### Routed metal per tile

Scale: 2 px per um. 35 x 31 tiles, from white (low) to dark blue (high), scaled to the fullest tile. Values are wire area over tile area, all layers added.
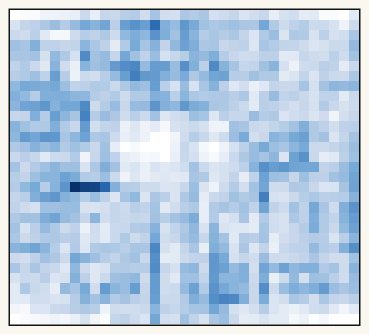
### Clock network drawn from the DEF

Scale: 3 px per um.
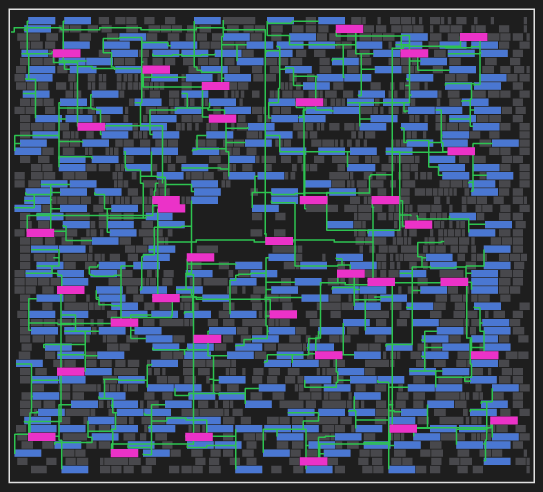
### Congestion heat map

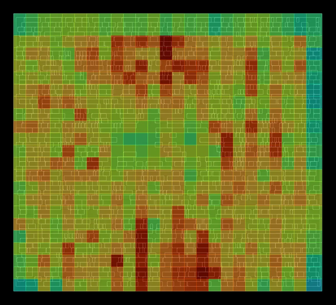
### Selected gate families

Scale: 2 px per um.
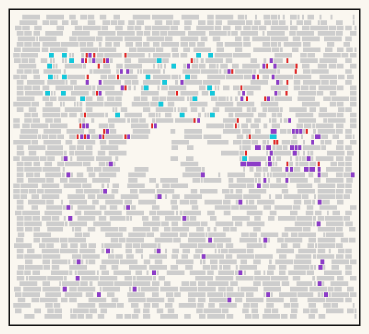
### I/O nets highlighted

Scale: 3 px per um.
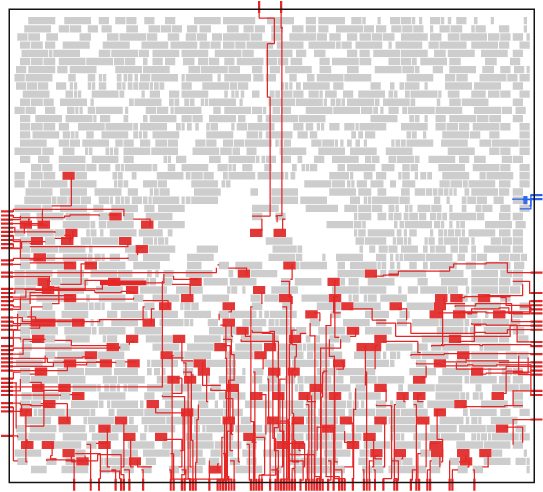
Design axi_block_seq, sky130hd; sources not shown.
==> results.py <==
# Auto-generated metrics
metrics = {
    "run_status": {
        "status": "completed",
    },
    "drt": {
        "first_pass_iters": 5,
        "wl_met3_mm": 3.09,
        "detail-route-antenna-nets": 0,
        "first_iter_violations": 594,
        "vias": 9711,
    },
    "die": {
        "die_y_um": 157,
    },
    "place": {
        "globalplace.congestion": 0.842,
        "post-place-ws_ps": 1540,
        "dp_hpwl_mm": 23.5,
    },
    "yosys": {
        "ys_ff": 316,
        "area_leaders": "dfrtp_1, mux2_2, mux4_2, nand3_1, buf_4",
        "simple_gate_share_pct": 7.84,
    },
    "final_timing": {
        "hold_viol_final": 0,
        "setup-violations-final": 0,
    },
    "setup_path": {
        "worst_setup_path_start_kind": "flop",
    },
    "finish": {
        "syn2layout_area_growth_pct": 37.8,
        "fillCellCount": 1862,
        "layout.nets": 1613,
        "final-nonclk-buf-share_pct": 21.0,
    },
    "cts": {
        "clock_path_buffers": 3,
        "path_clk_slew_ps": 60,
        "clock_sinks": 316,
        "post_cts_resized": 0,
        "post_cts_buffers": 0,
    },
    "power": {
        "p_int_mw": 5.86,
        "fin_total_pwr_mw": 8.83,
    },
    "global_route": {
        "antenna_found_initial": 5,
        "first_global_vias": 9772,
    },
}
Back to the opening pictures, 'Routed metal per tile':
The fullest tile reaches 0.70. 1.4% of the tiles are nearly empty. The mean over all tiles is 0.22.
GRT Overall Usage: 26.1%
DRT Wirelength: 35.7 mm

Back to the opening pictures, 'Clock network drawn from the DEF':
Magenta stands for cells driving clock nets, count 35. Green stands for clock wires, length 3940 um. Blue stands for flip-flops, count 316.
There are 36 routed clock nets. Position of the flops: widely spread.
clock network power share: 25.7%
clock group power: 2.27 mW

Back to the opening pictures, 'Congestion heat map':
busiest grt layer: met2
grt met1 use: 33.8%
GR Util met2: 42.0%

Back to the opening pictures, 'Selected gate families':
Red stands for inverters, cells 41. Cyan stands for AND-OR and OR-AND gates, cells 26. Purple stands for inverting AOI/OAI gates, cells 92, where widely spread.
non-filler instance count after layout: 1796
most numerous logic cell after layout: clkdlybuf4s50_1
combinational fraction of the cell area: 27.5%

Back to the opening pictures, 'I/O nets highlighted':
Red stands for `wr_block`, bits 128, direction input, edge 66 bottom, 41 left, 19 right, 2 top, end cells 128, buffers 128, wire 4460 um. Blue stands for `m00_axi_bresp`, bits 2, direction input, edge right, end cells 1, buffers 2, wire 20.1 um.
count of input and output buffers: 381
io pins: 400

No activity file was given, so power comes from the tool's default toggle rates.
